<file path="src/rtl/demux_1x4_buffered.sv">
// demux_1x4_buffered: routes one WIDTH-bit valid/ready stream to one of four
// independent output channels. Each channel has its own DEPTH-entry FIFO, so
// a stalled consumer only back-pressures traffic addressed to its own channel.
module demux_1x4_buffered #(
    parameter  int WIDTH = 32,
    parameter  int DEPTH = 2,
    localparam int CW    = $clog2(DEPTH) + 1
) (
    input  logic               clk,
    input  logic               rst_n,
    input  logic               flush,
    input  logic [WIDTH-1:0]   in_data,
    input  logic [1:0]         in_sel,
    input  logic               in_valid,
    output logic               in_ready,
    output logic [4*WIDTH-1:0] out_data,
    output logic [3:0]         out_valid,
    input  logic [3:0]         out_ready,
    output logic [4*CW-1:0]    out_count
);

    localparam int PW = $clog2(DEPTH);

    logic [WIDTH-1:0] mem_q    [4][DEPTH];
    logic [WIDTH-1:0] mem_d    [4][DEPTH];
    logic [PW-1:0]    rd_ptr_q [4];
    logic [PW-1:0]    rd_ptr_d [4];
    logic [PW-1:0]    wr_ptr_q [4];
    logic [PW-1:0]    wr_ptr_d [4];
    logic [CW-1:0]    count_q  [4];
    logic [CW-1:0]    count_d  [4];

    logic [3:0] full;
    logic [3:0] push;
    logic [3:0] pop;

    // Handshake decode and next-state for every channel FIFO.
    always_comb begin
        mem_d    = mem_q;
        rd_ptr_d = rd_ptr_q;
        wr_ptr_d = wr_ptr_q;
        count_d  = count_q;
        full     = '0;
        push     = '0;
        pop      = '0;

        for (int unsigned ch = 0; ch < 4; ch++) begin
            full[ch] = (count_q[ch] == CW'(DEPTH));
        end

        // A full channel refuses even if it is popping this cycle: no bypass.
        in_ready = !full[in_sel] && !flush;

        for (int unsigned ch = 0; ch < 4; ch++) begin
            push[ch] = in_valid && in_ready && (in_sel == 2'(ch));
            pop[ch]  = (count_q[ch] != '0) && out_ready[ch];

            if (flush) begin
                rd_ptr_d[ch] = '0;
                wr_ptr_d[ch] = '0;
                count_d[ch]  = '0;
            end else begin
                if (push[ch]) begin
                    mem_d[ch][wr_ptr_q[ch]] = in_data;
                    wr_ptr_d[ch] = wr_ptr_q[ch] + PW'(1);
                end
                if (pop[ch]) begin
                    rd_ptr_d[ch] = rd_ptr_q[ch] + PW'(1);
                end
                if (push[ch] && !pop[ch]) begin
                    count_d[ch] = count_q[ch] + CW'(1);
                end else if (pop[ch] && !push[ch]) begin
                    count_d[ch] = count_q[ch] - CW'(1);
                end
            end
        end
    end

    // Output view of the registered FIFO state; data is forced to 0 when empty.
    always_comb begin
        out_data  = '0;
        out_valid = '0;
        out_count = '0;
        for (int unsigned ch = 0; ch < 4; ch++) begin
            out_valid[ch]            = (count_q[ch] != '0);
            out_count[ch*CW +: CW]   = count_q[ch];
            if (count_q[ch] != '0) begin
                out_data[ch*WIDTH +: WIDTH] = mem_q[ch][rd_ptr_q[ch]];
            end
        end
    end

    // FIFO state registers with asynchronous clear.
    always_ff @(posedge clk or negedge rst_n) begin
        if (!rst_n) begin
            for (int unsigned ch = 0; ch < 4; ch++) begin
                rd_ptr_q[ch] <= '0;
                wr_ptr_q[ch] <= '0;
                count_q[ch]  <= '0;
                for (int unsigned e = 0; e < DEPTH; e++) begin
                    mem_q[ch][e] <= '0;
                end
            end
        end else begin
            rd_ptr_q <= rd_ptr_d;
            wr_ptr_q <= wr_ptr_d;
            count_q  <= count_d;
            mem_q    <= mem_d;
        end
    end

endmodule

</file>
<file path="config.mk">
export PLATFORM = sky130hd
export DESIGN_NAME = demux_1x4_buffered
export DESIGN_NICKNAME = d
export VERILOG_FILES = /design/src/rtl/demux_1x4_buffered.sv
export SDC_FILE = /design/constraint.sdc
export NUM_CORES = 1
export LEC_CHECK = 0
export CAP_MARGIN = 20
export CORE_ASPECT_RATIO = 0.8
export CORE_MARGIN = 1
export CORE_UTILIZATION = 45
export DETAILED_ROUTE_END_ITERATION = 12
export GPL_ROUTABILITY_DRIVEN = 0
export PLACE_DENSITY = 0.68
export SKIP_LAST_GASP = 1
export SYNTH_ARGS = -nofsm -noshare
export SYNTH_HDL_FRONTEND = slang
export SYNTH_SLANG_ARGS = --single-unit
</file>
<file path="constraint.sdc">
create_clock -name clk -period 5.2 [get_ports clk]
set_clock_uncertainty 0.1 [all_clocks]
set_input_delay 0.78 -clock clk [delete_from_list [all_inputs] [get_ports clk]]
set_output_delay 0.78 -clock clk [all_outputs]
set_load 0.005 [all_outputs]
</file>
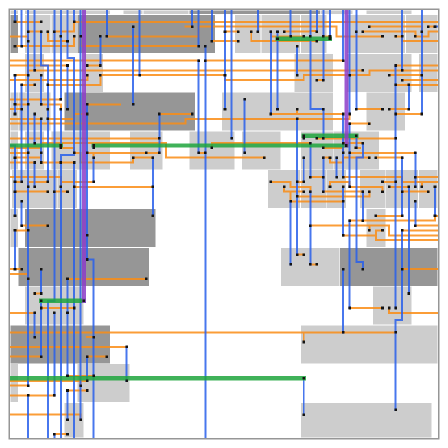
*Close-up of the layout*
Region (125, 22) to (155, 52) um. Cells in gray, sequential cells in the stronger gray; small squares are vias.
M2: in blue. M4: in purple. M3: in green. M1: in orange.
43 logic cells have their middle in the window. Sequential cells in the window: 6. Netlist names of flops here include `out_count` (3), `mem_q` (2). Most frequent: dfrtp_1 (5).

==> PnR_summary.wiki <==
== Flow metrics ==
{| class="wikitable"
! Metric !! Value
|-
| Outcome || completed
|-
| Global route overflow || 0
|-
| Max incr delay on CP || 0.83 ns
|-
| Fin nets || 1146
|-
| CTS buffer count || 28
|-
| Min-delay worst type || in2async
|-
| Internal power component || 0.004176 W
|-
| Flops & latches, synth || 272
|-
| Crit path depth || 4
|-
| Tally of yosys warning messages || 0
|-
| Maximum fanout encountered on the critical timing path || 19
|-
| Register area share after synthesis || 55.39%
|-
| CORE AREA || 26530 um^2
|-
| End of the critical path || out_data[33]
|-
| Final critical-path required period || 3.656 ns
|-
| Worst Path Required || 4.32 ns
|-
| Number of max-cap violations || 0
|-
| Filler cells || 2173
|-
| Worst reg2reg path endpoint || mem_q[202]
|-
| Crit path max-delay family || buffers and inverters
|-
| Ordered cell list for the critical path || buf_4 -> mux2i_1 -> nor2_1 -> clkdlybuf4s50_1
|-
| Port Buf Inserts || 182
|-
| Crit Path Category || reg2out
|-
| Instance area at placement || 14490 um^2
|-
| Row count || 53
|-
| Yosys top cell by area || sky130_fd_sc_hd__dfrtp_1
|-
| Data arrival time of the critical path || 2.78 ns
|-
| Final period util || 70.31%
|-
| Number of DRC violations after detailed routing || 0
|-
| FF-to-FF path depth || 4
|-
| Stage-log warning count || 28
|-
| Post-CTS setup repair buffer count || 0
|-
| Cell with the most instances after synthesis || sky130_fd_sc_hd__dfrtp_1
|-
| Flip-flops with a built-in enable || 0
|-
| Gate Area || 5263 um^2
|-
| Gate Count Post-Synth || 931
|-
| Tally of nets with antenna violations remaining after routing || 0
|-
| Nature of the critical path endpoint || output port
|-
| Commonest flop || sky130_fd_sc_hd__dfrtp_1
|-
| Most frequent cells in the layout || sky130_fd_sc_hd__dfrtp_1 (268), sky130_fd_sc_hd__mux2_2 (250), sky130_fd_sc_hd__clkdlybuf4s50_1 (181), sky130_fd_sc_hd__nor2_1 (137), sky130_fd_sc_hd__mux2i_1 (128)
|-
| Die Ht || 149.8 um
|-
| Via count of the first global-routing pass || 8142
|-
| Wire length of the first global-routing pass || 47570 um
|-
| Dominant logic cell type in the layout || sky130_fd_sc_hd__dfrtp_1
|-
| DR vias || 7919
|-
| Normalized max-slew margin || 26.90%
|-
| Critical path launch point type || flip-flop
|-
| Worst r2r src || out_count[1]
|-
| CP Launch Point || rd_ptr_q[2]
|-
| Worst-margin pin slew || 1.096 ns
|-
| Fraction of registers with async set or reset after synthesis || 100.0%
|-
| H-tree Lvls || 1
|-
| Unique cell types || 32
|-
| Number of DRC violations after detailed-routing iteration 0 || 364
|-
| Fraction of final layout cells sized beyond drive strength 1 || 29.31%
|-
| Mean routed wirelength per cell || 20.22 um
|-
| Number of antenna violations at the first check in global routing || 0
|-
| Logic pwr share || 14.3%
|-
| Flop pwr share || 47.8%
|-
| Slowest stage cell on the critical path || sky130_fd_sc_hd__dfrtp_2
|-
| Yosys top cell area share || 55.39%
|-
| Area used by sequential logic in the layout || 6812 um^2
|-
| Clock latency on the worst-skew pair || 0.53 ns
|-
| Top cells by count || sky130_fd_sc_hd__dfrtp_1 (272), sky130_fd_sc_hd__mux2_2 (250), sky130_fd_sc_hd__nor2_1 (141)
|-
| Share of total power in the clock network || 38.0%
|-
| Die outline width || 186.8 um
|-
| Post-DP HPWL || 18900 um
|-
| P_leak || 6.570 nW
|-
| Switching power of the nets || 0.001323 W
|-
| Pin count of the biggest net entering global routing || 123
|-
| Number of hold buffers added after CTS || 0
|-
| All-Layer GR Usage || 21.86%
|-
| TritonCTS Sinks || 272
|-
| Master cell of the clock root buffer || sky130_fd_sc_hd__clkbuf_16
|-
| Maximum vdd ir drop || 0.2536 mV
|}
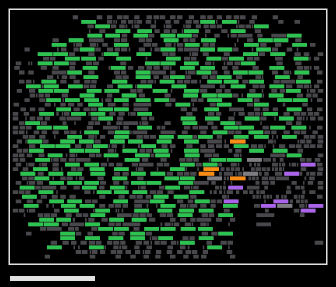
*Register map, names as in the netlist*
Scale bar: 50 um. Other sequential cells in the stronger gray, the rest of the logic in the fainter gray.
`out_count`: in purple, flops 8, where lower right. `mem_q`: in green, flops 256, where widely spread. `rd_ptr_q`: in orange, flops 4.

registers in the layout, summed over array words and instances, names as in the netlist:
register   flops
out_count      8
rd_ptr_q       4
wr_ptr_q       4
mem_q        256
through the flow:
| stage | worst slack (ns) | util (%) | cells | hold slack [ns] | power (W) |
|---|---|---|---|---|---|
| 5_1_grt | 1.476 | 58.32 | 1483 | 0.2842 | 0.005753 |
| 2_1_floorplan | 2.777 | - | 931 | 0.3574 | 0.003120 |
| 4_1_cts | 1.539 | 58.32 | 1483 | 0.2775 | 0.005558 |
| 3_5_place_dp | 1.681 | 54.63 | 1431 | 0.3739 | 0.003455 |
| 3_3_place_gp | 1.707 | 54.63 | 1431 | 0.3663 | 0.003422 |
| 6_report | 1.544 | 58.32 | 1483 | 0.2163 | 0.005499 |
layout make-up:
cell class	count	share of cell area (%)
Timing Repair Buffer	199	12.63
Multi-Input combinational cell	599	34.02
Tap cell	357	2.887
Sequential cell	272	44.03
Clock inverter	10	0.8816
Clock buffer	42	5.451
Inverter	4	0.09706
layer usage:
| layer | global-route usage [%] | wire, um | vias up |
|---|---|---|---|
| met2 | 33.28 | 13090 | 177 |
| met4 | 4.795 | 487 | 0 |
| met3 | 3.401 | 1350 | 37 |
| met1 | 32.90 | 15060 | 4074 |
| li1 | - | - | 3631 |
| met5 | 0 | 0 | - |
cells by family after synthesis:
family	count (synthesis)	synth area share [%]
AND-OR/OR-AND	24	1.161
flip-flops	272	55.39
multiplexers	385	34.07
buffers and inverters	60	2.169
AND/OR/NAND/NOR	186	6.933
XOR/XNOR	4	0.2850
power groups by stage:
stage	Sequential (W)	Combinational, W	Clock, W
floorplan	0.00260	0.000519	0
global placement	0.00265	0.000771	0
detailed placement	0.00266	0.000790	0
CTS	0.00263	0.000795	0.00214
global route	0.00267	0.000863	0.00222
finish	0.00263	0.000784	0.00209
Power figures rest on the tool's default switching activity, not on a simulated workload.
